### src/rtl/mult32_seq.sv
// Purpose : sequential shift-and-add unsigned multiplier, WIDTH x WIDTH -> 2*WIDTH.
// Latency : WIDTH steps after the accepting edge. With MULT_EARLY_TERM_EN the run
//           ends once no multiplier bits remain. done then pulses for one cycle.
// Backpressure: start is accepted only while ready=1. Requests while busy or done are dropped.
//
// Ports:
//   clk     - rising-edge clock
//   rst_n   - asynchronous active-low reset (aborts any operation, clears product)
//   start   - operation request, sampled only while ready=1
//   a, b    - multiplicand / multiplier, captured on the accepting edge
//   ready   - high in IDLE only
//   busy    - high in RUN only
//   done    - one-cycle pulse, product valid in the same cycle
//   product - registered result, held until the next completion
//
// Optional build macro: MULT_EARLY_TERM_EN (early termination when multiplier is exhausted)

module mult32_seq #(
  parameter int WIDTH = 32
) (
  input  logic               clk,
  input  logic               rst_n,
  input  logic               start,
  input  logic [WIDTH-1:0]   a,
  input  logic [WIDTH-1:0]   b,
  output logic               ready,
  output logic               busy,
  output logic               done,
  output logic [2*WIDTH-1:0] product
);

  localparam int CW = $clog2(WIDTH) + 1;

  typedef enum logic [1:0] {
    ST_IDLE = 2'd0,
    ST_RUN  = 2'd1,
    ST_DONE = 2'd2
  } state_e;

  state_e               state_q,   state_d;
  logic [WIDTH-1:0]     mcand_q,   mcand_d;
  logic [WIDTH-1:0]     mplr_q,    mplr_d;
  logic [WIDTH:0]       acc_hi_q,  acc_hi_d;
  logic [WIDTH-1:0]     acc_lo_q,  acc_lo_d;
  logic [CW-1:0]        cnt_q,     cnt_d;
  logic [2*WIDTH-1:0]   product_q, product_d;

  // Datapath for one step
  logic [WIDTH-1:0]     addend;
  logic [WIDTH:0]       sum;     // {carry, sum}
  logic [2*WIDTH:0]     step;    // {carry, sum, acc_lo} shifted right by one

`ifdef MULT_EARLY_TERM_EN
  logic [CW:0]          shamt;
`endif

  always_comb begin
    addend = mplr_q[0] ? mcand_q : '0;
    // acc_hi[WIDTH] is always zero after a shift, so adding the full
    // acc_hi is the same as adding its low WIDTH bits.
    sum    = acc_hi_q + {1'b0, addend};
    step   = {sum, acc_lo_q} >> 1;
  end

`ifdef MULT_EARLY_TERM_EN
  // After cnt steps the partial product sits in the top bits of the
  // accumulator, aligned WIDTH-cnt places too high.
  always_comb begin
    shamt = (CW+1)'(WIDTH) - {1'b0, cnt_q};
  end
`endif

  always_comb begin
    state_d   = state_q;
    mcand_d   = mcand_q;
    mplr_d    = mplr_q;
    acc_hi_d  = acc_hi_q;
    acc_lo_d  = acc_lo_q;
    cnt_d     = cnt_q;
    product_d = product_q;

    case (state_q)
      ST_IDLE: begin
        if (start) begin
          mcand_d  = a;
          mplr_d   = b;
          acc_hi_d = '0;
          acc_lo_d = '0;
          cnt_d    = '0;
          state_d  = ST_RUN;
        end
      end

      ST_RUN: begin
`ifdef MULT_EARLY_TERM_EN
        if (mplr_q == '0) begin
          product_d = {acc_hi_q[WIDTH-1:0], acc_lo_q} >> shamt;
          state_d   = ST_DONE;
        end else
`endif
        begin
          acc_hi_d = step[2*WIDTH:WIDTH];
          acc_lo_d = step[WIDTH-1:0];
          mplr_d   = mplr_q >> 1;
          cnt_d    = cnt_q + 1'b1;
          // Final step: publish the post-step accumulator in the same edge.
          if (cnt_q == CW'(WIDTH-1)) begin
            product_d = step[2*WIDTH-1:0];
            state_d   = ST_DONE;
          end
        end
      end

      ST_DONE: begin
        state_d = ST_IDLE;
      end

      default: begin
        state_d = ST_IDLE;
      end
    endcase
  end

  always_ff @(posedge clk or negedge rst_n) begin
    if (!rst_n) begin
      state_q   <= ST_IDLE;
      mcand_q   <= '0;
      mplr_q    <= '0;
      acc_hi_q  <= '0;
      acc_lo_q  <= '0;
      cnt_q     <= '0;
      product_q <= '0;
    end else begin
      state_q   <= state_d;
      mcand_q   <= mcand_d;
      mplr_q    <= mplr_d;
      acc_hi_q  <= acc_hi_d;
      acc_lo_q  <= acc_lo_d;
      cnt_q     <= cnt_d;
      product_q <= product_d;
    end
  end

  assign ready   = (state_q == ST_IDLE);
  assign busy    = (state_q == ST_RUN);
  assign done    = (state_q == ST_DONE);
  assign product = product_q;

endmodule

### config.mk
export PLATFORM = sky130hd
export DESIGN_NAME = mult32_seq
export DESIGN_NICKNAME = d
export VERILOG_FILES = /design/src/rtl/mult32_seq.sv
export SDC_FILE = /design/constraint.sdc
export NUM_CORES = 1
export LEC_CHECK = 0
export CAP_MARGIN = 10
export CORE_MARGIN = 1
export CORE_UTILIZATION = 25
export CTS_CLUSTER_DIAMETER = 80
export CTS_CLUSTER_SIZE = 24
export DETAILED_ROUTE_END_ITERATION = 6
export PLACE_DENSITY = 0.45
export SLEW_MARGIN = 0
export SYNTH_ARGS = -nofsm -noshare
export SYNTH_HDL_FRONTEND = slang
export SYNTH_SLANG_ARGS = --single-unit
### constraint.sdc
create_clock -name clk -period 3.4 [get_ports clk]
set_input_delay 0.68 -clock clk [delete_from_list [all_inputs] [get_ports clk]]
set_output_delay 0.68 -clock clk [all_outputs]
set_load 0.005 [all_outputs]
Fig. 1: run 1, sequential cells coloured by netlist name
Other sequential cells in the stronger grey, the rest of the logic in the fainter grey.
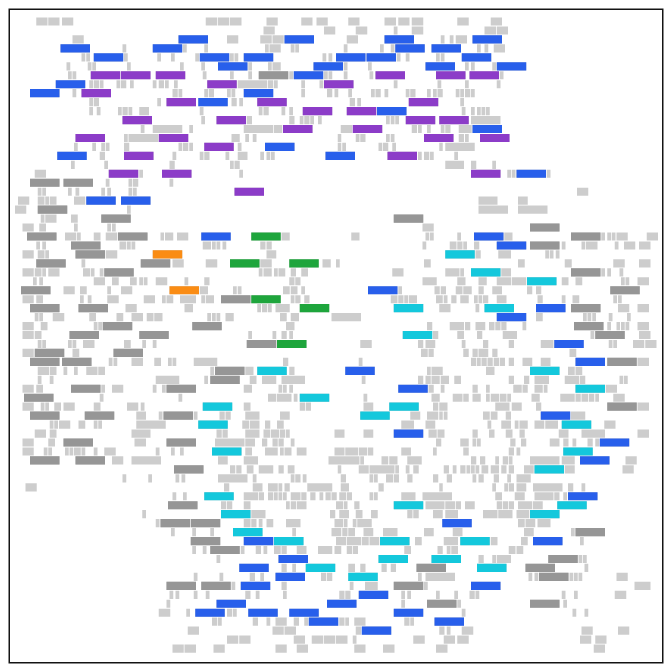
legend:
  cnt_q:
    colour: green
    placed_flops: 6
    where: centre
  acc_lo_q:
    colour: purple
    placed_flops: 31
  state_q:
    colour: orange
    placed_flops: 2
  product:
    colour: blue
    placed_flops: 64
    where: all over the die
  acc_hi_q:
    colour: cyan
    placed_flops: 32
not coloured: 64
register cell area after layout: 4980 um2
utilization after layout: 0.320
register share of the cell area: 0.412
power in sequential cells: 0.00343 W

Fig. 2: run 1, pin map
Pins as bars across the die edge, other pins in grey.
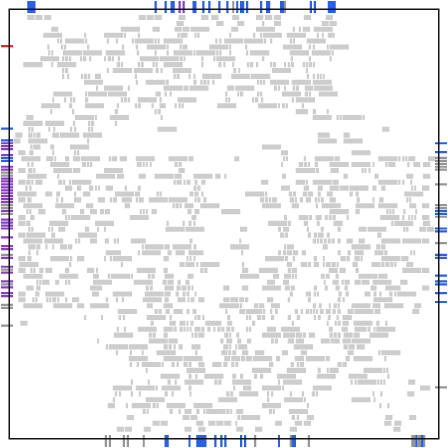
legend:
  product:
    colour: blue
    pins: 64
    direction: output
    edge: 29 north, 18 south, 13 east, 4 west
  b:
    colour: purple
    pins: 32
    direction: input
    edge: 30 west, 2 north
  clk:
    colour: red
    pins: 1
    direction: input
    edge: west
Port Buffer Count: 133
die width: 198 um
floorplan die height: 198 um

Fig. 3: run 1, track usage over the die
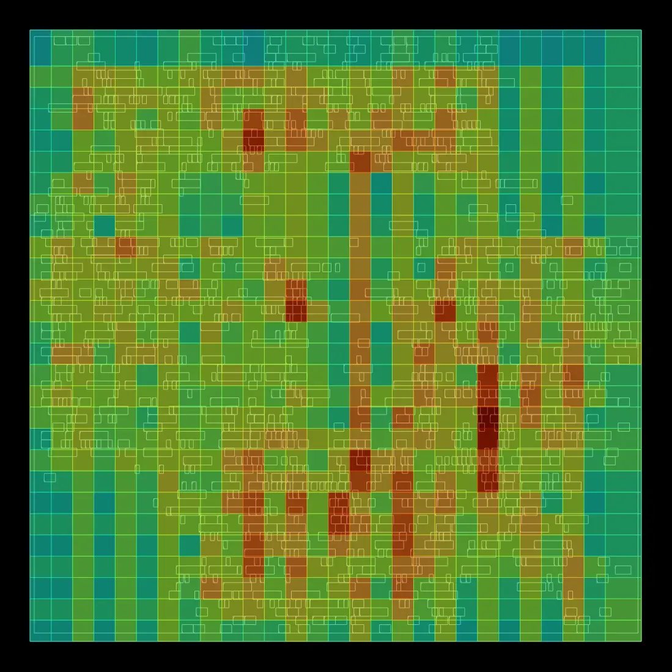
aggregate global-route resource usage: 0.147
GR met1 Demand/Resource: 0.197
met3 usage: 0.0443
fraction of met2 tracks used by global routing: 0.227
average detailed-routed wire length per instance: 15.8 um

==> run summary, run 1 <==
Implementation numbers.

- The multi-input combinational cells in the finished layout cover a total of 4330 um2.
- The worst clock skew on the final layout is 0.0152 ns.
- The number of flip-flops in the largest register is 64.
- The CTS root buffer is clkbuf_16.
- For reference, the top cells by area after synthesis are dfrtp_1 (52%), nand2_1 (13%), o21ai_0 (5.0%).
- For the final routed database, the setup TNS stands at 0 ns.
- The stage delay of the slowest cell on the critical path reads 0.41 ns.
- The total number of tap cells reads 511.
- The number of failing setup endpoints in the final timing report is 0.
- The number of buffers created by CTS reads 17.
- The Yosys step of the flow raised 0 warnings.
- For reference, the clock transition at the flip-flops on the worst setup and hold paths is 0.08 ns.
- The net switching power of the design is 0.00373 W.
- The required time reported for the critical path endpoint reads 3.70 ns.
- The multi-input gate count reads 812.
- The placeable core region is 37800 um2.
- The post-synthesis share of cell area spent on xor and xnor gates reads 0.0246.
- Row generation in the floorplan step produced 71 rows.
- Setup repair after global routing left no endpoint under its margin.
- The remaining global-route overflow is 0.
- Per the detail_route log, the uppermost layer with routed signals is met5.
- The run finished with clean final reports.
- The number of cells traversed by the worst register-to-register path is 10.
- Per the post-route antenna check, the number of violating nets is 0.
- The antenna cell count is 0.
- The violation count after the first detailed-route iteration is 391.
- The synthesis-to-layout area growth is 26.0%.
- Entering global routing, the biggest net connects 106 pins.
- The biggest fanout along the worst timing path reads 20.
- The count of inverters not on the clock network in the layout reads 13.
- The maximum clock path buffer count reads 2.
- The total die area reads 39200 um2.
- The total number of sequential cells is 199.
- For this design, Yosys synthesis ends with a cell count of 1089.
- The number of nets in the finished design is 1295.
- The power report attributes to the clock group a share of 0.221.
- The first global-routing pass estimated 44700 um of wire.
- Ranked by power, first place goes to combinational logic.
- The arrival time at the worst endpoint reads 3.14 ns.
Fig. 4: run 1, met4 routing
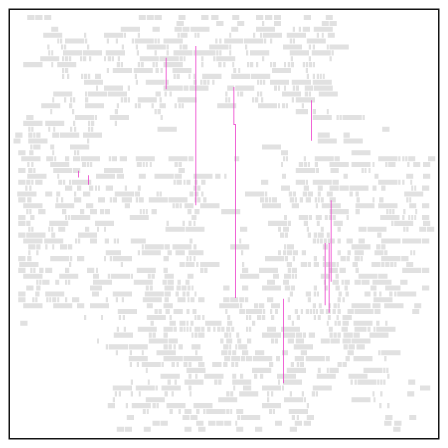

## Run 2: what changed since run 1
- clock period: 3.4 -> 2.7 ns (I/O delays scaled with it)
Fig. 5: run 2, met4 routing
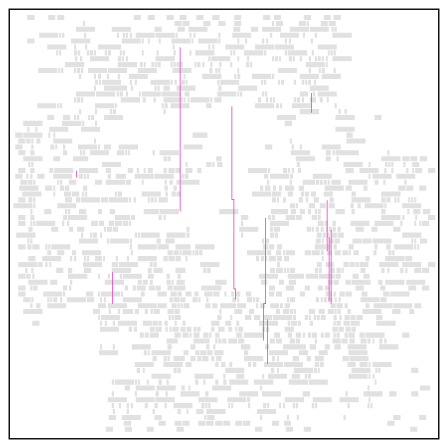
share of all routed wire: 1.3%
wire length on this layer: 356 um
nets with wire on the layer: 7
longest straight run: 75.5 um
final routed wirelength across all metal layers: 27600 um
routed vias: 8036

==> run 2 against run 1 <==
  * Area after synthesis did not move
  * Combinational power rose by 61%
  * Non-clock buffer count rose by 72
  * Clock power rose by 41%
  * Cell count rose by 4.2%
  * Register-to-register slack got worse by 0.46 ns
  * Worst hold slack got worse by 0.16 ns
  * Flip-flop count did not move
  * Utilization rose by 2.3 points
  * Global-route usage rose by 0.059 points
  * Critical endpoint is now product[58]$_DFFE_PN0P_
  * Largest cell class unchanged
  * Largest power group unchanged
==> run summary, run 2 <==
Implementation numbers.

- The run finished with clean final reports.
- The number of nets in the finished design reads 1367.
- Summed over all routing layers, the global router reports a total usage of 0.147.
- The placeable core region reads 37800 um2.
- The maximum clock path buffer count is 2.
- The cell total in the yosys stat output reads 1089.
- The number of flip-flops in the largest register reads 64.
- Yosys printed 0 warnings.
- At the end of the flow the core is filled with cells to 0.343.
- The count of inverters not on the clock network in the layout reads 13.
- The violation count after the first detailed-route iteration reads 371.
- The arrival time at the worst endpoint reads 2.89 ns.
- The met3 track utilization from global routing reads 0.0422.
- Data on the critical path is required at its endpoint by 2.99 ns.
- The clock transition at the register clock pins on the worst setup and hold paths after CTS reads 0.07 ns.
- The antenna cell count is 0.
- In this run the full chip footprint comes out at 39200 um2.
- The routed length per placed instance reads 15.4 um.
- The wire length of the first global-routing pass is 44900 um.
- The number of buffers created by CTS is 17.
- The residual antenna-violating net count after detailed routing reads 0.
- The total number of sequential cells is 199.
- The number of cells on the worst reg-to-reg path is 11.
- The final design was reported to hold multi-input combinational gates totalling 812.
- The number of standard-cell rows in the floorplan is 71.
- The total number of tap cells reads 511.
- The clock power share is 0.216.
- By area the synthesized netlist is led by dfrtp_1 (52%), nand2_1 (13%), o21ai_0 (5.0%).
- The met2 layer usage reported by global route is 0.226.
- The sequential share of cell area reads 0.384.
- The highest-power group reads combinational logic.
## Run 3: what changed since run 2
- CAP_MARGIN: 10 -> default
Fig. 6: run 3, track usage over the die
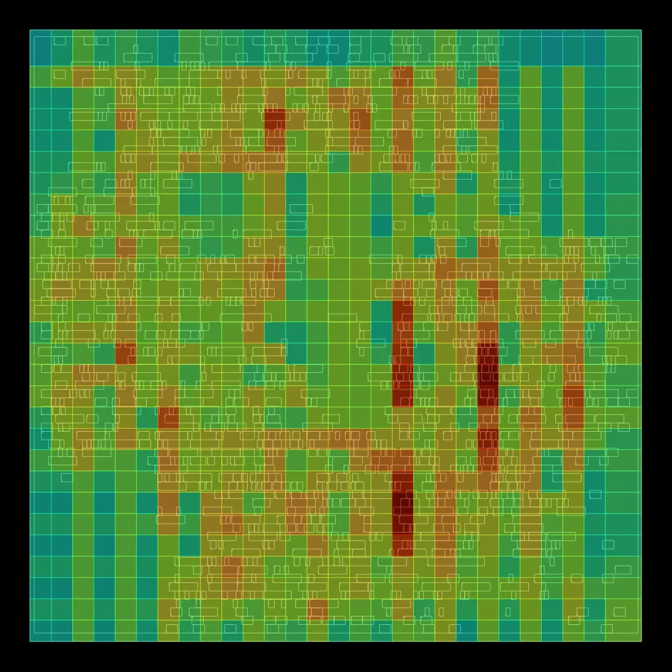
fraction of met2 tracks used by global routing: 0.226
aggregate global-route resource usage: 0.147

==> run 3 against run 2 <==
  * Die size did not move
  * Fmax did not move
  * Sequential share of layout area did not move
  * Critical path depth did not move
  * Clock skew did not move
  * Worst setup slack did not move
  * Global-route usage did not move
  * First-iteration DRC count did not move
  * Flip-flop count did not move
  * Total power did not move
  * Critical path type unchanged
  * Critical endpoint unchanged
  * Largest power group unchanged
  * Highest routed layer unchanged
==> run summary, run 3 <==
Implementation numbers.

- The die span in y reads 198 um.
- The clock passes through at most 2 buffers.
- The count of synthesis-stage warnings from yosys reads 0.
- The sequential cell power reads 0.00434 W.
- The number of nets in the finished design is 1367.
- The flow measured a signed area growth from synthesis to layout of 34.9%.
- The multi-input gate count is 812.
- Input and output buffers added on the ports amount to 133.
- The arrival time at the worst endpoint is 2.89 ns.
- The total die area reads 39200 um2.
- The stage delay of the slowest cell on the critical path reads 0.39 ns.
- The post-route utilization of the core is recorded as 0.343.
- Per the OpenROAD power report, switching power amounts to 0.00503 W.
- The flow ran to the end, and the final reports show no timing, DRC or antenna violations.
- The met3 track utilization from global routing is 0.0422.
- The floorplan report lists the tap cell count as 511.
- The cell total in the yosys stat output is 1089.
- Of the total standard cell area in the layout, the sequential portion is 0.384.
- The first global-routing pass estimated 44900 um of wire.
- Counting the buffers created by CTS gives 17.
- The count of inverters not on the clock network in the layout is 13.
- The floorplan die width is 198 um.
- The highest metal layer carrying signal wires in the routed design is met5.
- TritonRoute output was used to compute an average wire per cell of 15.4 um.
- Setup repair after global routing could not meet its margin everywhere.
- The combined area of the multi-input logic cells is 4560 um2.
- The post-detailed-routing wire length reads 27600 um.
- met1 track demand over resource after global routing is 0.201.
- The placeable core region reads 37800 um2.
- The worst clock skew on the final layout is 0.0166 ns.
- The biggest fanout along the worst timing path reads 20.
- The number of cells traversed by the worst register-to-register path is 11.
- The number of flip-flops in the largest register is 64.
- The total number of sequential cells reads 199.
- The global route stage reports its total congestion overflow as 0.
- The required time reported for the critical path endpoint reads 2.99 ns.
- The aggregate negative setup slack reads 0 ns.
- The synthesis report lists the most area-consuming cells as dfrtp_1 (52%), nand2_1 (13%), o21ai_0 (5.0%).
No activity file was given, so power comes from the tool's default toggle rates.
